==> config.mk <==
export PLATFORM = sky130hd
export DESIGN_NAME = alu_seq_unit
export DESIGN_NICKNAME = d
export VERILOG_FILES = /design/src/rtl/alu_seq_pkg.sv /design/src/rtl/alu_seq_decode.sv /design/src/rtl/alu_seq_unit.sv
export SDC_FILE = /design/constraint.sdc
export NUM_CORES = 1
export LEC_CHECK = 0
export ABC_AREA = 1
export CAP_MARGIN = 30
export CORE_MARGIN = 2
export CORE_UTILIZATION = 60
export DETAILED_ROUTE_END_ITERATION = 10
export PLACE_DENSITY = 0.83
export SKIP_LAST_GASP = 1
export SYNTH_ARGS = -nofsm -noshare
export SYNTH_HDL_FRONTEND = slang
export SYNTH_SLANG_ARGS = --single-unit
==> constraint.sdc <==
create_clock -name clk -period 3.15 [get_ports clk]
set_input_delay 0.7875 -clock clk [delete_from_list [all_inputs] [get_ports clk]]
set_output_delay 0.7875 -clock clk [all_outputs]
set_load 0.005 [all_outputs]
==> src/rtl/alu_seq_pkg.sv <==
// -----------------------------------------------------------------------------
// alu_seq_pkg
// Shared types and constants for the sequential execute unit (alu_seq_unit).
//   alu_op_e : decoded operation carried from accept to completion
//   state_e  : control FSM states of alu_seq_unit
//   ALUOP_*  : 2-bit aluop encodings from the main decoder
//   F3_*     : funct3 encodings for R/I-type ALU instructions
// -----------------------------------------------------------------------------
package alu_seq_pkg;

  typedef enum logic [3:0] {
    OP_ADD,
    OP_SUB,
    OP_AND,
    OP_OR,
    OP_XOR,
    OP_SLL,
    OP_SRL,
    OP_SRA,
    OP_SLT,
    OP_SLTU,
    OP_MUL,
    OP_ILL
  } alu_op_e;

  typedef enum logic [2:0] {
    ST_IDLE,
    ST_EXEC,
    ST_SHIFT,
    ST_MUL,
    ST_DONE
  } state_e;

  localparam logic [1:0] ALUOP_MEM    = 2'b00;
  localparam logic [1:0] ALUOP_BRANCH = 2'b01;
  localparam logic [1:0] ALUOP_RTYPE  = 2'b10;
  localparam logic [1:0] ALUOP_ITYPE  = 2'b11;

  localparam logic [2:0] F3_ADD  = 3'b000;
  localparam logic [2:0] F3_SLL  = 3'b001;
  localparam logic [2:0] F3_SLT  = 3'b010;
  localparam logic [2:0] F3_SLTU = 3'b011;
  localparam logic [2:0] F3_XOR  = 3'b100;
  localparam logic [2:0] F3_SR   = 3'b101;
  localparam logic [2:0] F3_OR   = 3'b110;
  localparam logic [2:0] F3_AND  = 3'b111;

  function automatic logic is_shift(input alu_op_e op);
    return (op == OP_SLL) || (op == OP_SRL) || (op == OP_SRA);
  endfunction

endpackage

==> src/rtl/alu_seq_decode.sv <==
// -----------------------------------------------------------------------------
// alu_seq_decode
// Combinational ALU-control decode: {aluop, funct3, funct7_30, funct7_25}
// to alu_op_e. The top registers the result at accept.
// Configuration macro: ALU_MUL_EN (funct7_25 selects MUL on R-type).
// Ports:
//   aluop     in  2   00 add, 01 sub, 10 R-type, 11 I-type
//   funct3    in  3   instr[14:12]
//   funct7_30 in  1   instr[30] (SUB/SRA select)
//   funct7_25 in  1   instr[25] (MUL select, only with ALU_MUL_EN)
//   op        out     decoded operation
// -----------------------------------------------------------------------------
module alu_seq_decode
  import alu_seq_pkg::*;
(
  input  logic [1:0] aluop,
  input  logic [2:0] funct3,
  input  logic       funct7_30,
  input  logic       funct7_25,
  output alu_op_e    op
);

  logic is_rtype;
  assign is_rtype = (aluop == ALUOP_RTYPE);

  always_comb begin
    // NOTE: op gets a default before the case so every path assigns it and no latch is inferred.
    op = OP_ILL;
    case (aluop)
      ALUOP_MEM:    op = OP_ADD;
      ALUOP_BRANCH: op = OP_SUB;
      ALUOP_RTYPE, ALUOP_ITYPE: begin
        case (funct3)
          // ADDI has no SUB form, so instr[30] is immediate data there.
          F3_ADD:  op = (is_rtype && funct7_30) ? OP_SUB : OP_ADD;
          F3_SLL:  op = OP_SLL;
          F3_SLT:  op = OP_SLT;
          F3_SLTU: op = OP_SLTU;
          F3_XOR:  op = OP_XOR;
          F3_SR:   op = funct7_30 ? OP_SRA : OP_SRL;
          F3_OR:   op = OP_OR;
          F3_AND:  op = OP_AND;
        endcase
        if (is_rtype && funct7_30 && (funct3 != F3_ADD) && (funct3 != F3_SR)) begin
          op = OP_ILL;
        end
`ifdef ALU_MUL_EN
        if (is_rtype && funct7_25) begin
          op = (funct3 == F3_ADD) ? OP_MUL : OP_ILL;
        end
`endif
      end
    endcase
  end

`ifndef ALU_MUL_EN
  // Without the multiplier instr[25] carries no meaning for this unit.
  logic unused_funct7_25;
  assign unused_funct7_25 = funct7_25;
`endif

endmodule

==> src/rtl/alu_seq_unit.sv <==
// -----------------------------------------------------------------------------
// alu_seq_unit
// Handshaked execute unit: single-cycle logic/arithmetic, one-bit-per-cycle
// shifts and (with ALU_MUL_EN defined) an XLEN-cycle shift-add multiply.
// Configuration macro: ALU_MUL_EN.
// Ports:
//   clk        in   1     rising-edge clock
//   rst        in   1     synchronous, active-high reset
//   in_valid   in   1     operation offered
//   in_ready   out  1     unit idle and able to accept
//   aluop      in   2     decoder ALU class
//   funct3     in   3     instr[14:12]
//   funct7_30  in   1     instr[30]
//   funct7_25  in   1     instr[25]
//   op_a       in   XLEN  rs1 value
//   op_b       in   XLEN  rs2 value or immediate
//   out_valid  out  1     result valid (held until out_ready)
//   out_ready  in   1     consumer accepts result
//   result     out  XLEN  registered result
//   zero       out  1     result == 0
//   illegal    out  1     undecodable operation, qualified by out_valid
// -----------------------------------------------------------------------------
module alu_seq_unit
  import alu_seq_pkg::*;
#(
  parameter int XLEN = 32
) (
  input  logic            clk,
  input  logic            rst,
  input  logic            in_valid,
  output logic            in_ready,
  input  logic [1:0]      aluop,
  input  logic [2:0]      funct3,
  input  logic            funct7_30,
  input  logic            funct7_25,
  input  logic [XLEN-1:0] op_a,
  input  logic [XLEN-1:0] op_b,
  output logic            out_valid,
  input  logic            out_ready,
  output logic [XLEN-1:0] result,
  output logic            zero,
  output logic            illegal
);

  localparam int SHW = $clog2(XLEN);
  // One extra bit so the multiply count can hold XLEN itself.
  localparam int CW  = SHW + 1;

  state_e          state_q, state_d;
  alu_op_e         dec_op, op_q;
  logic [XLEN-1:0] a_q, b_q;
  logic [CW-1:0]   cnt_q;
  logic [XLEN-1:0] result_q;
  logic            zero_q, illegal_q;
  logic [XLEN-1:0] exec_res, shift_step, fin_res;
  logic            accept, cnt_zero, load_out;
`ifdef ALU_MUL_EN
  logic [XLEN-1:0] acc_q;
`endif

  alu_seq_decode u_decode (
    .aluop     (aluop),
    .funct3    (funct3),
    .funct7_30 (funct7_30),
    .funct7_25 (funct7_25),
    .op        (dec_op)
  );

  // in_ready stays low while rst is held so nothing is offered as accepted.
  assign in_ready  = (state_q == ST_IDLE) && !rst;
  assign out_valid = (state_q == ST_DONE);
  assign accept    = in_valid && in_ready;
  assign cnt_zero  = (cnt_q == '0);
  assign result    = result_q;
  assign zero      = zero_q;
  assign illegal   = illegal_q;

  always_comb begin
    state_d = state_q;
    case (state_q)
      ST_IDLE: begin
        if (accept) begin
          if (is_shift(dec_op)) begin
            state_d = ST_SHIFT;
`ifdef ALU_MUL_EN
          end else if (dec_op == OP_MUL) begin
            state_d = ST_MUL;
`endif
          end else begin
            state_d = ST_EXEC;
          end
        end
      end
      ST_EXEC:  state_d = ST_DONE;
      ST_SHIFT: if (cnt_zero) state_d = ST_DONE;
`ifdef ALU_MUL_EN
      ST_MUL:   if (cnt_zero) state_d = ST_DONE;
`endif
      ST_DONE:  if (out_ready) state_d = ST_IDLE;
      default:  state_d = ST_IDLE;
    endcase
  end

  always_comb begin
    exec_res = '0;
    case (op_q)
      OP_ADD:  exec_res = a_q + b_q;
      OP_SUB:  exec_res = a_q - b_q;
      OP_AND:  exec_res = a_q & b_q;
      OP_OR:   exec_res = a_q | b_q;
      OP_XOR:  exec_res = a_q ^ b_q;
      OP_SLT:  exec_res = {{(XLEN-1){1'b0}}, $signed(a_q) < $signed(b_q)};
      OP_SLTU: exec_res = {{(XLEN-1){1'b0}}, a_q < b_q};
      default: exec_res = '0;
    endcase
  end

  always_comb begin
    case (op_q)
      OP_SLL:  shift_step = {a_q[XLEN-2:0], 1'b0};
      OP_SRA:  shift_step = {a_q[XLEN-1], a_q[XLEN-1:1]};
      default: shift_step = {1'b0, a_q[XLEN-1:1]};
    endcase
  end

  always_comb begin
    fin_res = exec_res;
    if (state_q == ST_SHIFT) fin_res = a_q;
`ifdef ALU_MUL_EN
    if (state_q == ST_MUL) fin_res = acc_q;
`endif
  end

  // Output registers load exactly once, on the edge that enters DONE.
  assign load_out = (state_q != ST_DONE) && (state_d == ST_DONE);

  always_ff @(posedge clk) begin
    // NOTE: sequential state uses non-blocking assignments so every register samples pre-edge values.
    if (rst) begin
      state_q   <= ST_IDLE;
      result_q  <= '0;
      zero_q    <= 1'b0;
      illegal_q <= 1'b0;
    end else begin
      state_q <= state_d;
      if (load_out) begin
        result_q  <= fin_res;
        zero_q    <= (fin_res == '0);
        illegal_q <= (op_q == OP_ILL);
      end
    end
  end

  // NOTE: working registers are left unreset; they are always reloaded at accept before use.
  always_ff @(posedge clk) begin
    case (state_q)
      ST_IDLE: begin
        if (accept) begin
          op_q  <= dec_op;
          a_q   <= op_a;
          b_q   <= op_b;
          cnt_q <= {1'b0, op_b[SHW-1:0]};
`ifdef ALU_MUL_EN
          acc_q <= '0;
          if (dec_op == OP_MUL) cnt_q <= CW'(XLEN);
`endif
        end
      end
      ST_SHIFT: begin
        if (!cnt_zero) begin
          a_q   <= shift_step;
          cnt_q <= cnt_q - CW'(1);
        end
      end
`ifdef ALU_MUL_EN
      ST_MUL: begin
        // Shift-add: multiplicand moves left, multiplier bits are consumed LSB first.
        if (!cnt_zero) begin
          if (b_q[0]) acc_q <= acc_q + a_q;
          a_q   <= {a_q[XLEN-2:0], 1'b0};
          b_q   <= {1'b0, b_q[XLEN-1:1]};
          cnt_q <= cnt_q - CW'(1);
        end
      end
`endif
      default: ;
    endcase
  end

endmodule

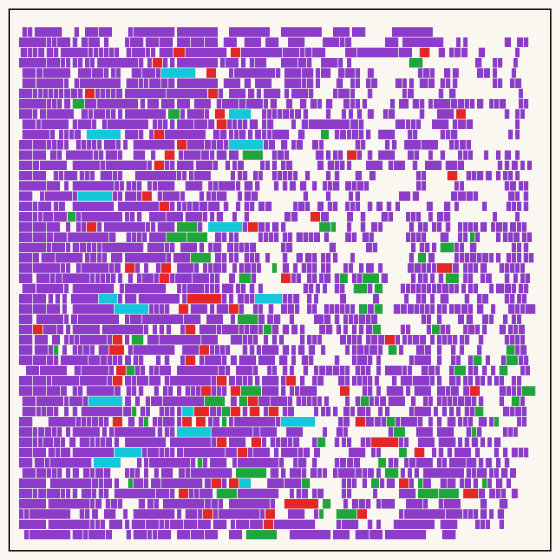
run_1/sizes.png
Key: purple = _0 and _1 cells [cells 1829, share 92%]; red = _3 and _4 cells [cells 68, share 3.4%]; cyan = _6 and larger [cells 16, share 0.81%]; green = _2 cells [cells 70, share 3.5%]
area grow syn2layout: 16.8%
setup ws final: 60.9 ps
Signal buffers: 171
final instance area: 13600 um^2

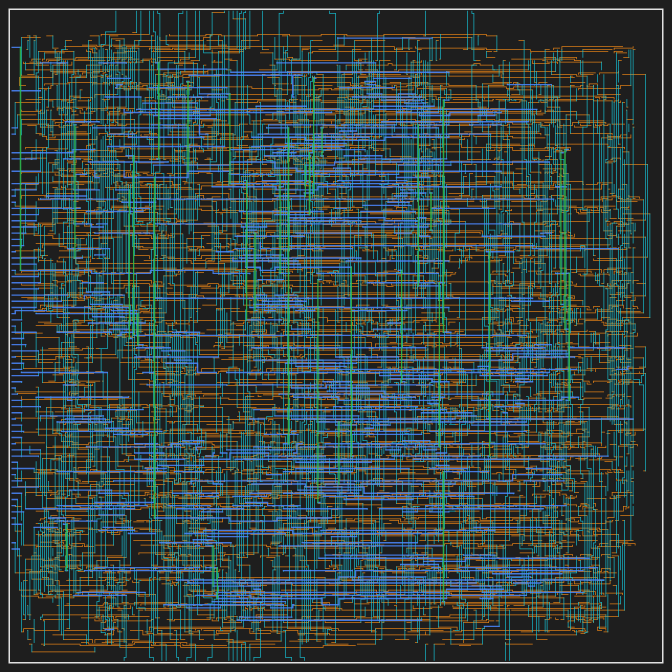
run_1/wires.png
Key: blue = metal 3 [wire length 5910 um]; orange = metal 1 [wire length 16700 um]; cyan = metal 2 [wire length 17700 um]; green = metal 4 [wire length 942 um]
DRT Wirelength: 41300 um
via count: 12900

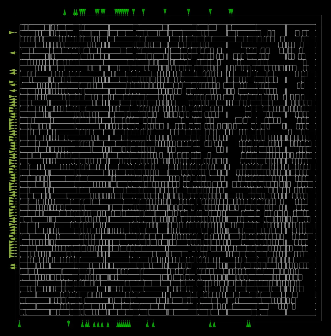
run_1/placement.png
row cnt: 50
fill count: 1526
Flops: 111

==> impl_metrics.ini, run 1 <==
; synthesis and place-and-route metrics
[yosys]
area_leaders = edfxtp_1 19%, nand2_1 18%, ha_1 12%
syn_nets = 2054
netlist.area_leader.share_pct = 19.1
yosys_warnings = 0
synth_flops = 111
ys.flop_type = edfxtp_1
top_cell = nand2_1
synth_cell_types = 46
synthCells = 1863
yosysChipArea_um2 = 11600
postSynthSeqShare_pct = 25.5
yosys.area.top_type = edfxtp_1
syn_area_um2 = 11600
ys_cells = 1863
synthArstFlopShare_pct = 0
synth-edff-count = 74
netlist_top_cells_count = 563 x nand2_1, 322 x inv_1, 233 x nor2_1

[pwr]
pwr-share-comb_pct = 37.1
p_seq_share_pct = 37.9
peakVddDrop_mv = 0.359
p_switching_mw = 1.73
power.total_mw = 4.59
pwr_density_cell_nw_per_um2 = 338
p_clk_share_pct = 25.0
powerSeq_mw = 1.74
top_power_group = registers
powerClk_mw = 1.15
p_sw_share_pct = 37.8
intPower_mw = 2.86

[global_routing]
grt_pass1_vias = 12200
grt_max_degree = 56
grt_use_total_pct = 40.2
overflow = 0
grt_pass1_wl_um = 63100
antenna_found_initial = 0

[outcome]
outcome = complete, no violations

[routing]
antenna_left = 0
drtPass1Iterations = 6
via_per_inst = 5.77
routedWlPerCell_um = 18.4
first_iter_violations = 1651
drcViolationCount = 0

[finish]
fin_nets = 2169
final_cell_mix = 558 x nand2_1, 318 x inv_1, 224 x nor2_1
combGateArea_um2 = 7150
diodes = 0
flop_area_um2 = 2960
drive_above_1_share_pct = 7.77
final_core_util_pct = 72.1
lay_top_count = nand2_1
layout.cells.non_filler = 2243

[sta]
clock.fmax_ghz = 0.324
slew_violations = 0
period_needed_ps = 3090
worst_slew_pin_slew_ps = 812
tns_ps = 0
hold_slack_ps = 494
rsz0062_at_grt = yes
fin_crit_sh_pct = 98.1
max-slew-margin-rel_pct = 45.8
setup_viol = 0
final-hold-violation-count = 0
skew_ps = 6.35

[worst_setup_path]
worst_path_max_delay_cell = ha_1
critPathCaptureType = register
critPathMostFrequentCell = nand2_1
startpoint_type = register
path_buffers = 2
worstPathRequired_ps = 3460
max_stage_delay_ps = 460
critPathKind = register to register
worst-path-max-fanout = 9
arrival_ps = 3390
cp_top_family = simple AND/OR/NAND/NOR gates
crit_chain = inv_1 > ha_1 > inv_1 > nand2_1 > o21ai_0 > a21oi_1 > nor2_1 > nor2_2 > nand3_1 > nand3_1 > nand2_1 > nand2_1 > nand2_1 > nor2_2 > nand2_1 > nor2_1 > nand2_1 > a21oi_2

[run]
drv_cap = 0
warnings = 109

[cts]
clkSinkCount = 111
cts_tree = done
clk_pin_slew_worst_paths_ps = 80
insertion_delay_ps = 370
cts.path.max_buffers = 2
root_buffer = clkbuf_16
htree_levels = 3
numCtsBuffers = 9

[placement]
hpwlAfterDp_um = 33200
place_area_um2 = 13100
io_buffers = 109
place_ws_ps = 4.71
gp_congestion = 1.03
placedCellCount = 2225

[floorplanning]
die_area_um2 = 20500
die_w_um = 143
ios = 111
die_h_um = 143
core_area_um2 = 18800

[hold_path]
hold_path_class = register to register
[run 1: layer usage]
layer / share of wire (%) / global-route usage (%)
met1: 41 / 56.1
met2: 43 / 61.4
met3: 14 / 11.2
met4: 2.3 / 10.7
met5: 0 / 0
[run 1: area by class of cell]
class,count,area share [%]
clock buffer,10,1.76
clock inverter,6,0.396
inverter,333,9.21
multi-input combinational,1352,52.7
sequential,111,21.8
tap,260,2.40
timing repair buffer,171,11.7
[run 1: what timing repair did]
action,in CTS,in global routing
setup buffers,0,2
hold buffers,0,0
gates resized,1,40
setup endpoints to repair,1,2
hold endpoints to repair,0,0
pin swaps,0,4
[run 1: path summary, 6_finish.rpt]
kind | to | start | slack [ps] | cells past startpoint
setup / recovery | zero | a_q[23] | 60 | 18
hold / removal | illegal | illegal | 490 | 2
setup reg to reg | zero | a_q[23] | 60 | 18
hold reg to reg | illegal | illegal | 490 | 2
[run 1: tightest hold or removal path: cells and delay by family (launching register included)]
kind,cells,cell delay (ps)
DFF,1,330
and+or+nand+nor,1,60
AOI/OAI and AO/OA,1,50
[run 1: cells by family (layout without fill, tap and decap cells)]
| logic type | Yosys count | count (layout) | synth area share (%) |
|---|---|---|---|
| and+or+nand+nor | 1012 | 1012 | 35.8 |
| buffers and inverters | 400 | 520 | 14.2 |
| AOI/OAI and AO/OA | 222 | 222 | 11.8 |
| adders and majority gates | 116 | 116 | 12.6 |
| DFF | 111 | 111 | 25.5 |
| xor gates and xnor gates | 2 | 2 | 0.151 |
[run 1: state kept, by name (all words and copies together), names as in the netlist]
| register | cells |
|---|---|
| cnt_q | 6 |
| result | 32 |
| illegal | 1 |
| b_q | 32 |
| zero | 1 |
| state_q | 3 |
| op_q | 4 |
| a_q | 32 |
==> run 2, diff against run 1 <==
--- a/config.mk
+++ b/config.mk
@@ -9,6 +9,7 @@
 export CAP_MARGIN = 30
 export CORE_MARGIN = 2
 export CORE_UTILIZATION = 60
+export CTS_CLUSTER_DIAMETER = 150
 export DETAILED_ROUTE_END_ITERATION = 10
 export PLACE_DENSITY = 0.83
 export SKIP_LAST_GASP = 1
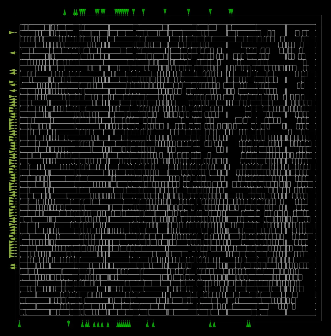
run_2/placement.png
Core Region: 18800 um^2
Final Util: 72.1%
Well Taps: 260
final instance count without filler cells: 2243

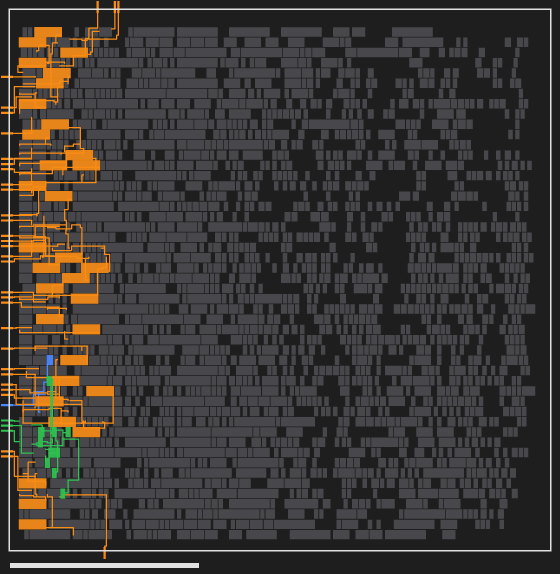
run_2/io_fan.png
Bar = 50 um.
Key: blue = in_ready [bits 1, direction output, edge left, end cells 1, buffers 1, wire 28.9 um]; green = funct3 [bits 3, direction input, edge left, end cells 10, buffers 3, wire 126 um]; orange = result [bits 32, direction output, edge 28 left, 3 top, 1 bottom, end cells 32, buffers 32, wire 1010 um]

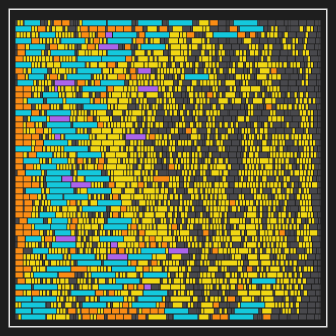
run_2/placement_by_type.png
Fill, decap, tap and diode cells in grey.
Key: yellow = combinational and other logic [cells 1685, share of their area 63%]; cyan = sequential cells [cells 111, share of their area 22%]; orange = remaining buffers and delay cells [cells 171, share of their area 12%]; purple = clock drivers and dummy loads [cells 16, share of their area 2.2%]

==> impl_metrics.ini, run 2 <==
; synthesis and place-and-route metrics
[outcome]
outcome = complete, no violations

[yosys]
synth_cell_types = 46
top_cell = nand2_1
yosys_warnings = 0
ys_cells = 1863
synthCells = 1863
yosys.area.top_type = edfxtp_1
netlist_top_cells_count = 563 x nand2_1, 322 x inv_1, 233 x nor2_1
synth-edff-count = 74
netlist.area_leader.share_pct = 19.1
area_leaders = edfxtp_1 19%, nand2_1 18%, ha_1 12%
syn_nets = 2054
syn_area_per_cell_um2 = 6.24
synthArstFlopShare_pct = 0
syn_area_um2 = 11600
ys.flop_type = edfxtp_1
synth_flops = 111
postSynthSeqShare_pct = 25.5
yosysChipArea_um2 = 11600

[sta]
skew_ps = 6.35
setup_viol = 0
rsz0062_at_grt = yes
setup_slack_ps = 60.9
fin_crit_sh_pct = 98.1
max-slew-margin-rel_pct = 45.8
final-hold-violation-count = 0
worst_slew_pin_slew_ps = 812
slew_violations = 0
period_needed_ps = 3090
clock.fmax_ghz = 0.324
tns_ps = 0

[worst_setup_path]
critPathKind = register to register
path_buffers = 2
arrival_ps = 3390
cp_top_family = simple AND/OR/NAND/NOR gates
startpoint_type = register
worst-path-max-fanout = 9
critPathMostFrequentCell = nand2_1
worstPathRequired_ps = 3460
crit_chain = inv_1 > ha_1 > inv_1 > nand2_1 > o21ai_0 > a21oi_1 > nor2_1 > nor2_2 > nand3_1 > nand3_1 > nand2_1 > nand2_1 > nand2_1 > nor2_2 > nand2_1 > nor2_1 > nand2_1 > a21oi_2
critPathCaptureType = register
worst_path_max_delay_cell = ha_1
max_stage_delay_ps = 460

[cts]
clkSinkCount = 111
cts.path.max_buffers = 2
numCtsBuffers = 9
cts_tree = done
clk_pin_slew_worst_paths_ps = 80
root_buffer = clkbuf_16
insertion_delay_ps = 370
htree_levels = 3
hold_buffers = 0

[global_routing]
grt_pass1_wl_um = 63100
overflow = 0
antenna_found_initial = 0
grt_max_degree = 56
grt_use_total_pct = 40.2
grt_pass1_vias = 12200

[finish]
fillers = 1526
final_cell_mix = 558 x nand2_1, 318 x inv_1, 224 x nor2_1
syn2layout_area_growth_pct = 16.8
fin_area_um2 = 13600
drive_above_1_share_pct = 7.77
lay_top_count = nand2_1
fin_nets = 2169
diodes = 0

[hold_path]
hold_path_class = register to register

[placement]
gp_congestion = 1.03
place_ws_ps = 4.71
io_buffers = 109
place_area_um2 = 13100
placedCellCount = 2225
hpwlAfterDp_um = 33200

[routing]
antenna_left = 0
first_iter_violations = 1651
drcViolationCount = 0
routedWlPerCell_um = 18.4
vias = 12900
via_per_inst = 5.77
drtPass1Iterations = 6
drt_wl_total_um = 41300

[floorplanning]
ios = 111
fp_util_pct = 61.7
die_area_um2 = 20500
die_h_um = 143
row_count = 50
die_w_um = 143

[run]
drv_cap = 0
warnings = 109

[pwr]
pwr_density_cell_nw_per_um2 = 338
leakagePower_nw = 7.13
peakVddDrop_mv = 0.359
## run 2: repair_timing
action                     in CTS  in global routing
setup endpoints to repair       1                  2
buffers inserted                0                  2
pin swaps                       0                  4
resized                         1                 40
## run 2: report_power, final
group	internal (mW)	switching, mW
sequential	1.67	0.0733
combinational	0.619	1.08
clock	0.571	0.576
## run 2: final cells by class
class	instances	area (um^2)	share of cell area (%)
Multi-Input combinational cell	1352	7150	52.7
Sequential cell	111	2960	21.8
Clock inverter	6	53.8	0.396
Inverter	333	1250	9.21
Tap cell	260	325	2.40
Clock buffer	10	239	1.76
Timing Repair Buffer	171	1590	11.7
## run 2: metal layers
metal	GRT usage, %	share of wire, %	up-vias
met5	0	0	-
met4	10.7	2.3	0
met3	11.2	14	73
met2	61.4	43	860
met1	56.1	41	5878
li1	-	-	6127
## run 2: final timing paths
kind	startpoint	endpoint	slack, ps	cells after the start
worst min register to register	illegal	illegal	490	2
worst min-delay path	illegal	illegal	490	2
worst max register to register	a_q[23]	zero	60	18
worst max-delay path	a_q[23]	zero	60	18
## run 2: logic make-up (layout without fill, tap and decap cells)
group	count (synthesis)	count (layout)	share of synthesized area, %
AND/OR/NAND/NOR	1012	1012	35.8
buffers and inverters	400	520	14.2
XOR/XNOR	2	2	0.151
flip-flops	111	111	25.5
adder cells (fa/ha/maj)	116	116	12.6
AND-OR/OR-AND	222	222	11.8
## run 2: worst min-delay path, cell delays in order (launching register included)
cell     delay (ps)
dfxtp_1         330
nand2_1          60
a21oi_1          50
## run 2: metrics by stage
| step | hold WS [ps] | power [mW] |
|---|---|---|
| 2_1_floorplan | 462 | 2.76 |
| 3_3_place_gp | 477 | 3.31 |
| 3_5_place_dp | 477 | 3.36 |
| 4_1_cts | 494 | 4.50 |
| 5_1_grt | 530 | 4.79 |
| 6_report | 494 | 4.59 |
No activity file was given, so power comes from the tool's default toggle rates.
